$ cat src/rtl/hera_regf_mp_if.sv
// Register-file port bundle: read ports, ALU write, deferred load, aux, call/return window, status.
// The master modport drives requests; the slave modport (the register file) returns data and status.
interface hera_regf_mp_if #(
   parameter int DATA_W = 16,
   parameter int NREG   = 16,
   parameter int NRD    = 2
);
   localparam int AW = $clog2(NREG);

   logic [NRD*AW-1:0]     rd_addr;
   logic [NRD*DATA_W-1:0] rd_data;
   logic                  wr_en;
   logic [AW-1:0]         wr_addr;
   logic [DATA_W-1:0]     wr_data;
   logic                  ld_en;
   logic [AW-1:0]         ld_addr;
   logic [DATA_W-1:0]     ld_data;
   logic                  aux_en;
   logic [DATA_W-1:0]     aux_data;
   logic                  call_en;
   logic [DATA_W-1:0]     call_ofs;
   logic                  ret_en;
   logic [DATA_W-1:0]     ret_data;
   logic [2:0]            ld_flags;
   logic                  stall;
   logic                  err;

   modport master (
      output rd_addr, wr_en, wr_addr, wr_data, ld_en, ld_addr, ld_data,
             aux_en, aux_data, call_en, call_ofs, ret_en, ret_data,
      input  rd_data, ld_flags, stall, err
   );

   modport slave (
      input  rd_addr, wr_en, wr_addr, wr_data, ld_en, ld_addr, ld_data,
             aux_en, aux_data, call_en, call_ofs, ret_en, ret_data,
      output rd_data, ld_flags, stall, err
   );
endinterface

$ cat src/rtl/hera_regf_mp.sv
// Multi-port register file with deferred load, call/return window on the top three registers; HERA_REGF_BYPASS_EN forwards ld_data.
// Reads are combinational, writes land on the next clk edge; a read of a pending load target raises stall (no stall with bypass).
module hera_regf_mp #(
   parameter int DATA_W = 16,
   parameter int NREG   = 16,
   parameter int NRD    = 2
) (
   input  logic           clk,
   input  logic           rst,
   hera_regf_mp_if.slave  bus
);
   localparam int AW  = $clog2(NREG);
   localparam int WLO = NREG - 3;
   localparam int WMD = NREG - 2;
   localparam int WHI = NREG - 1;

   logic [DATA_W-1:0] regs     [NREG];
   logic [DATA_W-1:0] regs_nxt [NREG];
   logic              pending;
   logic [AW-1:0]     ld_addr_q;
   logic              err_q;

   logic              shift;
   logic              ld_ok;
   logic [DATA_W-1:0] sh_lo, sh_md, sh_hi;
   logic [AW-1:0]     ra;
   logic [DATA_W-1:0] rd;
   logic              stall_c;

   assign shift = bus.call_en ^ bus.ret_en;
   assign ld_ok = bus.ld_en && (bus.ld_addr != '0);

   // Priority, lowest first: completing load, ALU write, aux; a window shift replaces all but the load.
   always_comb begin
      regs_nxt = regs;
      for (int i = 1; i < NREG; i++) begin
         if (pending && ld_addr_q == AW'(i))
            regs_nxt[i] = bus.ld_data;
         if (bus.wr_en && bus.wr_addr == AW'(i))
            regs_nxt[i] = bus.wr_data;
      end
      if (bus.aux_en)
         regs_nxt[WLO] = bus.aux_data;

      if (bus.call_en) begin
         sh_lo = regs[WMD];
         sh_md = regs[WHI];
         sh_hi = regs[WHI] + bus.call_ofs;
      end else begin
         sh_lo = bus.ret_data;
         sh_md = regs[WLO];
         sh_hi = regs[WMD];
      end

      if (shift) begin
         regs_nxt[WLO] = (pending && ld_addr_q == AW'(WLO)) ? bus.ld_data : sh_lo;
         regs_nxt[WMD] = (pending && ld_addr_q == AW'(WMD)) ? bus.ld_data : sh_md;
         regs_nxt[WHI] = (pending && ld_addr_q == AW'(WHI)) ? bus.ld_data : sh_hi;
      end
      regs_nxt[0] = '0;
   end

   always_comb begin
      bus.rd_data = '0;
      stall_c     = 1'b0;
      ra          = '0;
      rd          = '0;
      for (int k = 0; k < NRD; k++) begin
         ra = bus.rd_addr[k*AW +: AW];
         rd = (ra == '0) ? '0 : regs[ra];
`ifdef HERA_REGF_BYPASS_EN
         if (pending && ra == ld_addr_q && ra != '0)
            rd = bus.ld_data;
`else
         if (pending && ra == ld_addr_q && ra != '0)
            stall_c = 1'b1;
`endif
         bus.rd_data[k*DATA_W +: DATA_W] = rd;
      end
   end

`ifdef HERA_REGF_BYPASS_EN
   assign bus.stall = 1'b0;
`else
   assign bus.stall = stall_c;
`endif

   assign bus.ld_flags = pending ? {1'b1, bus.ld_data[DATA_W-1], bus.ld_data == '0} : 3'b000;
   assign bus.err      = err_q;

   always_ff @(posedge clk or negedge rst) begin
      if (!rst) begin
         for (int i = 0; i < NREG; i++)
            regs[i] <= '0;
         pending   <= 1'b0;
         ld_addr_q <= '0;
         err_q     <= 1'b0;
      end else begin
         for (int i = 0; i < NREG; i++)
            regs[i] <= regs_nxt[i];
         pending <= ld_ok;
         if (ld_ok)
            ld_addr_q <= bus.ld_addr;
         err_q <= (bus.call_en && bus.ret_en) || (bus.ld_en && bus.ld_addr == '0);
      end
   end
endmodule

$ cat src/flat_wrapper.sv
// flat-port wrapper written by rule: the top's interface ports become plain ports
module hera_regf_mp_flat 
#(
   parameter int DATA_W = 16,
   parameter int NREG   = 16,
   parameter int NRD    = 2
)
  (clk, rst, bus_rd_addr, bus_wr_en, bus_wr_addr, bus_wr_data, bus_ld_en, bus_ld_addr, bus_ld_data, bus_aux_en, bus_aux_data, bus_call_en, bus_call_ofs, bus_ret_en, bus_ret_data, bus_rd_data, bus_ld_flags, bus_stall, bus_err);
  hera_regf_mp_if #(.DATA_W(DATA_W), .NREG(NREG), .NRD(NRD)) bus_i ();
  input  logic clk;
  input  logic rst;
  input wire logic [$bits(bus_i.rd_addr)-1:0] bus_rd_addr;
  input wire logic [$bits(bus_i.wr_en)-1:0] bus_wr_en;
  input wire logic [$bits(bus_i.wr_addr)-1:0] bus_wr_addr;
  input wire logic [$bits(bus_i.wr_data)-1:0] bus_wr_data;
  input wire logic [$bits(bus_i.ld_en)-1:0] bus_ld_en;
  input wire logic [$bits(bus_i.ld_addr)-1:0] bus_ld_addr;
  input wire logic [$bits(bus_i.ld_data)-1:0] bus_ld_data;
  input wire logic [$bits(bus_i.aux_en)-1:0] bus_aux_en;
  input wire logic [$bits(bus_i.aux_data)-1:0] bus_aux_data;
  input wire logic [$bits(bus_i.call_en)-1:0] bus_call_en;
  input wire logic [$bits(bus_i.call_ofs)-1:0] bus_call_ofs;
  input wire logic [$bits(bus_i.ret_en)-1:0] bus_ret_en;
  input wire logic [$bits(bus_i.ret_data)-1:0] bus_ret_data;
  output wire logic [$bits(bus_i.rd_data)-1:0] bus_rd_data;
  output wire logic [$bits(bus_i.ld_flags)-1:0] bus_ld_flags;
  output wire logic [$bits(bus_i.stall)-1:0] bus_stall;
  output wire logic [$bits(bus_i.err)-1:0] bus_err;
  assign bus_i.rd_addr = bus_rd_addr;
  assign bus_i.wr_en = bus_wr_en;
  assign bus_i.wr_addr = bus_wr_addr;
  assign bus_i.wr_data = bus_wr_data;
  assign bus_i.ld_en = bus_ld_en;
  assign bus_i.ld_addr = bus_ld_addr;
  assign bus_i.ld_data = bus_ld_data;
  assign bus_i.aux_en = bus_aux_en;
  assign bus_i.aux_data = bus_aux_data;
  assign bus_i.call_en = bus_call_en;
  assign bus_i.call_ofs = bus_call_ofs;
  assign bus_i.ret_en = bus_ret_en;
  assign bus_i.ret_data = bus_ret_data;
  assign bus_rd_data = bus_i.rd_data;
  assign bus_ld_flags = bus_i.ld_flags;
  assign bus_stall = bus_i.stall;
  assign bus_err = bus_i.err;
  hera_regf_mp #(.DATA_W(DATA_W), .NREG(NREG), .NRD(NRD)) u_core (.clk(clk), .rst(rst), .bus(bus_i));
endmodule
$ cat config.mk
export PLATFORM = sky130hd
export DESIGN_NAME = hera_regf_mp_flat
export DESIGN_NICKNAME = d
export VERILOG_FILES = /design/src/rtl/hera_regf_mp_if.sv /design/src/rtl/hera_regf_mp.sv /design/src/flat_wrapper.sv
export SDC_FILE = /design/constraint.sdc
export NUM_CORES = 1
export LEC_CHECK = 0
export ABC_AREA = 0
export ABC_CLOCK_PERIOD_IN_PS = 4400
export CAP_MARGIN = 10
export CORE_MARGIN = 8
export CORE_UTILIZATION = 50
export DETAILED_ROUTE_END_ITERATION = 12
export PLACE_DENSITY_LB_ADDON = 0.05
export SKIP_CTS_REPAIR_TIMING = 1
export SLEW_MARGIN = 10
export SYNTH_ARGS = -nofsm -noshare
export SYNTH_HDL_FRONTEND = slang
export SYNTH_SLANG_ARGS = --single-unit
$ cat constraint.sdc
create_clock -name clk -period 4.4 [get_ports clk]
set_clock_uncertainty 0.2 [all_clocks]
set_input_delay 1.32 -clock clk [delete_from_list [all_inputs] [get_ports clk]]
set_output_delay 1.32 -clock clk [all_outputs]
set_load 0.005 [all_outputs]
==> impl_metrics.yaml, run 1 <==
# physical design summary
outcome:
  status: "finished with violations"
  violations: "negative setup slack"
synthesis:
  synth_adder_area_share_pct: 1.27
  synth_top_area_share_pct: 35.4
  ys_cells: 1678
  synth.distinct_cells: 71
  edf_count: 0
  synth_cells: 1678
  ys_sh_xor_pct: 1.06
  ys.flops: 246
global_routing:
  gr-usage-met3_pct: 4.80
  grt_pass1_wl_um: 91300
  antenna_found_initial: 2
cts:
  cts_tree: "yes"
  ctsRootBufferMaster: "clkbuf_16"
  clockBufferDepth: 3
critical_path:
  startpoint_type: "primary input"
  r2r-start: "u_core.regs[0]$_DFFE_PN0P_"
  critPathLaunch: "bus_rd_addr[1]"
  worstPathMaxFanout: 6
  worstSetupEndpoint: "bus_rd_data[13]"
  cpMostUsedCell: "buf_6"
  worst-setup-path-type: "primary input to primary output"
  r2r_cells: 10
sta:
  finalSetupViolCount: 6
  finalWorstSetupSlack_ns: -0.0557
  period_used_pct: 101
  min_period_ns: 4.46
  slew_headroom_pct: 24.9
  slew_violations: 0
min_path:
  min-delay-start: "u_core.regs[47]$_DFFE_PN0P_"
  hold_depth: 2
  hold_path_class: "flop to flop"
route:
  routedWlPerCell_um: 26.8
  drtPass1Iterations: 6
  drt_wl_total_um: 61600
  highest_layer: "met5"
place:
  dp_hpwl_um: 42100
  place_area_mm2: 0.0195
floorplan:
  chipWidth_um: 202
  initCoreUtil_pct: 50.6
  die_y_um: 202
power_and_ir_drop:
  p_leak_nw: 9.31
job:
  warnings: 27
final_layout:
  stdcell_count: 2302
-- run 1: layout make-up --
class	instances	share of cell area, %
Sequential cell	246	28.9
Timing Repair Buffer	297	14.7
Tap cell	455	2.67
Clock buffer	39	3.86
Multi-Input combinational cell	1249	49.1
Clock inverter	12	0.746
Inverter	4	0.0705
-- run 1: power breakdown --
part / internal, mW / switching, mW
clock network: 1.48 / 1.01
registers: 2.97 / 0.873
logic: 1.93 / 1.50
total: 6.38 / 3.38
-- run 1: logic make-up after synthesis --
family | Yosys count
buf+inv | 183
flops | 246
simple gates | 409
xor+xnor | 21
compound gates | 382
mux | 420
fa+ha+maj | 17
-- run 1: registers in the layout (all words and copies together), names as in the netlist --
name / cells
u_core.pending: 1
u_core.regs: 240
u_core.ld_addr_q: 4
u_core.bus.err: 1
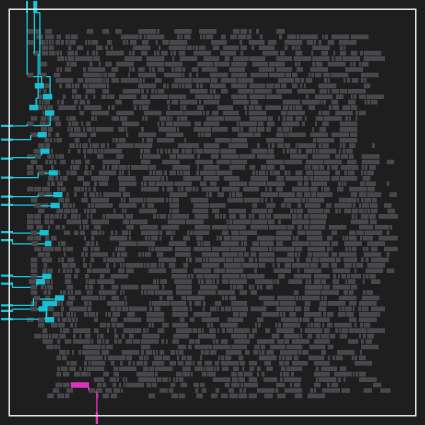
**Above:** run 1 (nets reached from selected ports).
Scale: 2 px per µm.
[cyan] `bus_call_ofs` | bits: 16 | direction: input | edge: 13 left, 3 top | end cells: 17 | buffers: 16 | wire: 391 µm
[magenta] `bus_err` | bits: 1 | direction: output | edge: bottom | end cells: 1 | buffers: 1 | wire: 13.7 µm
PortBufs: 139
io pins: 140

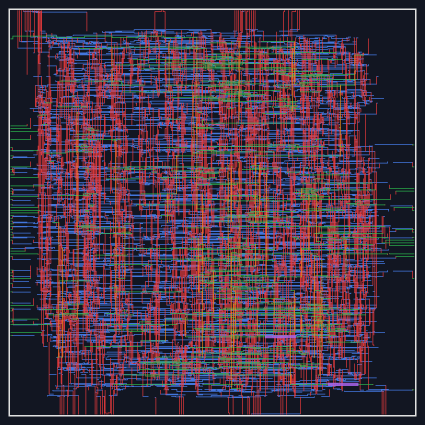
**Above:** run 1 (metal layers overlaid).
Scale: 2 px per µm.
[blue] met1 | wire length: 26.9 mm
[orange] met4 | wire length: 1510 µm
[green] met3 | wire length: 5540 µm
[purple] met5 | wire length: 27.6 µm
[red] met2 | wire length: 27.6 mm

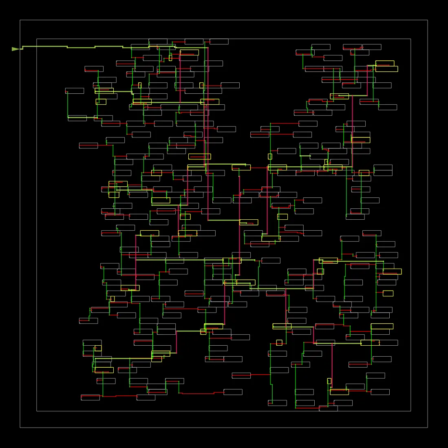
**Above:** run 1 (clock wiring as the flow saved it).
P_clk: 2.49 mW
cts bufs inserted: 28
# clock sinks: 246

**Run 1: sequential cells coloured by netlist name**

Scale: 1.5 px per µm. Other sequential cells in the stronger grey, the rest of the logic in the fainter grey.
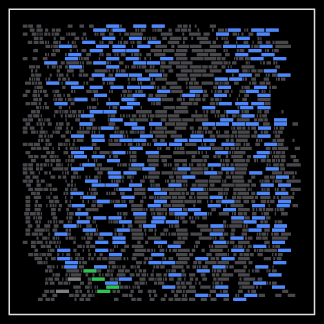

==> inputs of run 2 (changes only) <==
--- a/config.mk
+++ b/config.mk
@@ -12,6 +12,7 @@
 export CORE_UTILIZATION = 50
 export DETAILED_ROUTE_END_ITERATION = 12
 export PLACE_DENSITY_LB_ADDON = 0.05
+export RECOVER_POWER = 25
 export SKIP_CTS_REPAIR_TIMING = 1
 export SLEW_MARGIN = 10
 export SYNTH_ARGS = -nofsm -noshare
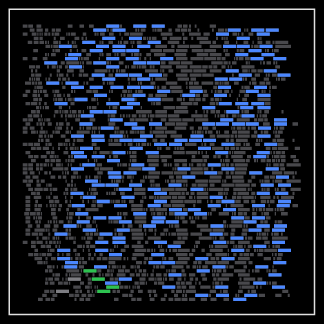
**Above:** run 2 (sequential cells coloured by netlist name).
Scale: 1.5 px per µm. Other sequential cells in the stronger grey, the rest of the logic in the fainter grey.
[blue] `u_core.regs` | placed flops: 240
[green] `u_core.ld_addr_q` | placed flops: 4
not coloured: 2

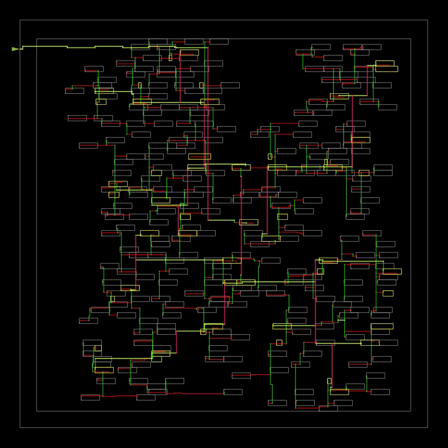
**Above:** run 2 (clock wiring as the flow saved it).
clk_lat worst skew: 0.56 ns
Seq cells: 246

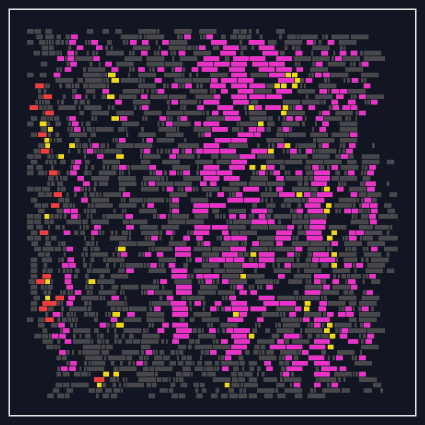
**Above:** run 2 (gate families picked out).
Scale: 2 px per µm.
[magenta] multiplexers | cells: 420 | where: spread over the die
[red] adder and majority cells | cells: 17
[yellow] AND-OR and OR-AND gates | cells: 54 | where: spread over the die
logic share of the area: 49.1%
fin cells: 2302
most numerous logic cell after layout: mux2i_1

==> run 2 against run 1 <==
  * The flow finishes with violations (max-capacitance violations, max-slew violations, negative setup slack)
  * Sequential cell count stayed put
  * Total power hardly changed
  * Worst hold slack worse by 0.0038 ns
  * Cell count stayed put
  * Clock power hardly changed
  * Setup slack worse by 0.0012 ns
  * Synthesized area stayed put
  * Design area is 0.14% lower
==> impl_metrics.yaml, run 2 <==
# physical design summary
route:
  highest_layer: "met5"
  routedWlPerCell_um: 26.8
power_and_ir_drop:
  p_leak_nw: 9.29
  powerSeq_mw: 3.85
  switching_power_mw: 3.39
  pg_clk_mw: 2.49
  p_comb_mw: 3.43
final_layout:
  nNonClkInverters: 4
  logic_gate_count: 1249
  buffer_area_share_pct: 14.6
critical_path:
  r2r-start: "u_core.regs[0]$_DFFE_PN0P_"
place:
  place_area_mm2: 0.0195
min_path:
  min-delay-start: "u_core.regs[47]$_DFFE_PN0P_"
  hold_path_class: "flop to flop"
sta:
  slew_headroom_pct: -40.8
  slew_violations: 76
  min_period_ns: 4.46
  finalWorstSetupSlack_ns: -0.0569
  finalSetupViolCount: 7
cts:
  cts_num_sinks: 246
synthesis:
  ys.flops: 246
job:
  maxCapViolations: 1
outcome:
  status: "finished with violations"
  violations: "max-capacitance violations, max-slew violations, negative setup slack"
[run 2: cell counts after synthesis]
No cell type changed its count.
[run 2: how the worst max path moves through the flow]
stage                         from         endpoint  cells past startpoint
floorplan           bus_rd_addr[1]   bus_rd_data[8]                      4
global placement    bus_rd_addr[0]   bus_rd_data[0]                      5
detailed placement  bus_rd_addr[0]   bus_rd_data[0]                      5
CTS                 bus_rd_addr[0]   bus_rd_data[0]                      5
global route        bus_rd_addr[1]  bus_rd_data[13]                      8
finish              bus_rd_addr[1]  bus_rd_data[13]                      8
[run 2: through the flow]
step | worst slack, ns | TNS, ns
finish | -0.0569 | -0.186
detailed placement | -0.523 | -13.65
global route | -0.104 | -2.24
global placement | -0.489 | -13.26
CTS | -0.519 | -13.76
floorplan | 0.203 | 0
**Run 2: metal layers overlaid**

Scale: 2 px per µm.
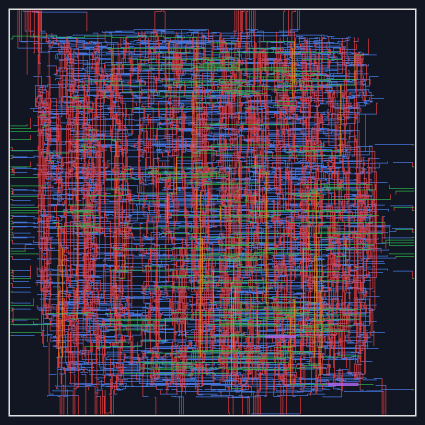

==> inputs of run 3 (changes only) <==
--- a/config.mk
+++ b/config.mk
@@ -11,6 +11,7 @@
 export CORE_MARGIN = 8
 export CORE_UTILIZATION = 50
 export DETAILED_ROUTE_END_ITERATION = 12
+export MAX_ROUTING_LAYER = met4
 export PLACE_DENSITY_LB_ADDON = 0.05
 export RECOVER_POWER = 25
 export SKIP_CTS_REPAIR_TIMING = 1
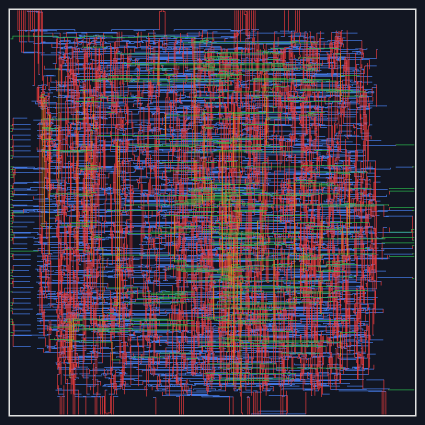
**Above:** run 3 (metal layers overlaid).
Scale: 2 px per µm.
[green] met3 | wire length: 5610 µm
[orange] met4 | wire length: 1810 µm
[blue] met1 | wire length: 26.6 mm
[red] met2 | wire length: 27.0 mm
GRT Util Overall: 29.3%
DR WL/cell: 26.5 µm
Total Routed Length: 61000 µm

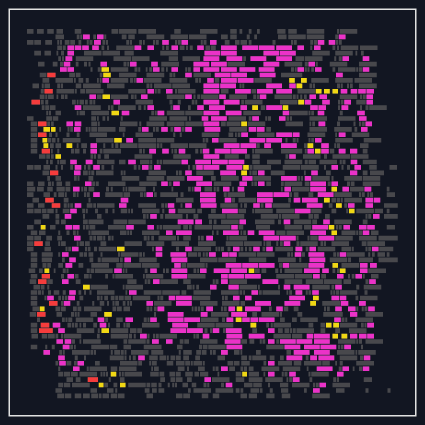
**Above:** run 3 (gate families picked out).
Scale: 2 px per µm.
[yellow] AND-OR and OR-AND gates | cells: 54
[magenta] multiplexers | cells: 420 | where: spread over the die
[red] adder and majority cells | cells: 17

==> run 3 against run 2 <==
  * The run still ends with max-capacitance violations, max-slew violations, negative setup slack left
  * Clock power is 2% lower
  * Count of clock-buffer cells in the layout decreased by 1
  * Global-route usage increased by 0.76 points
  * Critical path depth increased by 1
  * Synthesized area unchanged
  * Cell count is 0.13% lower
  * Utilization is 0.19 points lower
  * Synthesized cell count is the same
  * Sequential power about the same
  * Critical path type unchanged
  * Highest routed layer is now met4
==> impl_metrics.yaml, run 3 <==
# physical design summary
cts:
  clockBufferDepth: 3
  cts_num_sinks: 246
  clock_latency_ns: 0.55
route:
  met1_length_um: 26600
  highest_layer: "met4"
sta:
  finalSetupTns_ns: -0.797
  finalWorstSetupSlack_ns: -0.122
  slew_headroom_pct: -33.8
  period_used_pct: 103
  slew_violations: 71
  fmax_mhz: 221
  finalSetupViolCount: 12
  min_period_ns: 4.52
place:
  dp_hpwl_um: 42100
  pre_cts_slack_ns: -0.575
  place_area_mm2: 0.0195
  place.gp.congestion: 0.938
critical_path:
  cp.required_ns: 2.88
  cp.depth: 9
  critPathLaunch: "bus_rd_addr[1]"
  crit_arrival_ns: 3.00
  r2r-start: "u_core.regs[0]$_DFFE_PN0P_"
  worstSetupEndpoint: "bus_rd_data[6]"
outcome:
  violations: "max-capacitance violations, max-slew violations, negative setup slack"
  status: "finished with violations"
synthesis:
  syn-num-nets: 1798
  top_cells_by_count: "mux2i_1, dfrtp_1, nand2_1"
  ys.flops: 246
min_path:
  hold_end: "u_core.regs[47]$_DFFE_PN0P_"
  hold_path_class: "flop to flop"
  min-delay-start: "u_core.regs[47]$_DFFE_PN0P_"
final_layout:
  drive_gt1_share_pct: 23.9
  fin_area_mm2: 0.0212
  stdcell_count: 2299
  layout.cells.most_common: "mux2i_1"
  top_register: "u_core.regs"
power_and_ir_drop:
  p_comb_mw: 3.42
  powerSeq_mw: 3.84
  p_leak_nw: 9.28
  switching_power_mw: 3.36
floorplan:
  io_pins: 140
  std_cell_rows: 68
job:
  maxCapViolations: 1
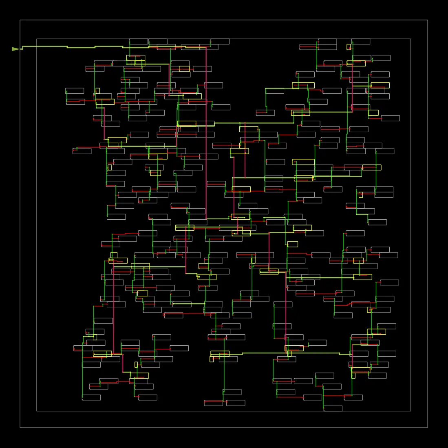
**Above:** run 3 (clock wiring as the flow saved it).
clock buffer count: 38
P_clk: 2.44 mW

run 3: cell count changes in the layout (fill, tap and decap cells not counted), moves of 2 or more:
cell / delta
buf_12: +5
buf_4: +2
buf_6: -10
clkbuf_1: -2
clkinv_2: +6
dlymetal6s2s_1: +2
run 3: logic make-up after synthesis:
family | share of synthesized area, %
muxes | 33.7
and+or+nand+nor | 10.5
AOI/OAI and AO/OA | 13.1
DFF | 35.4
buffers and inverters | 4.93
xor gates and xnor gates | 1.06
adders and majority gates | 1.27
run 3: area by class of cell:
type,instances,area (µm²)
inverter,4,15.0
clock buffer,38,840
fill,2897,13200
multi-input combinational,1249,10400
sequential,246,6160
clock inverter,14,126
timing repair buffer,293,3060
tap,455,569
Power figures rest on the tool's default switching activity, not on a simulated workload.
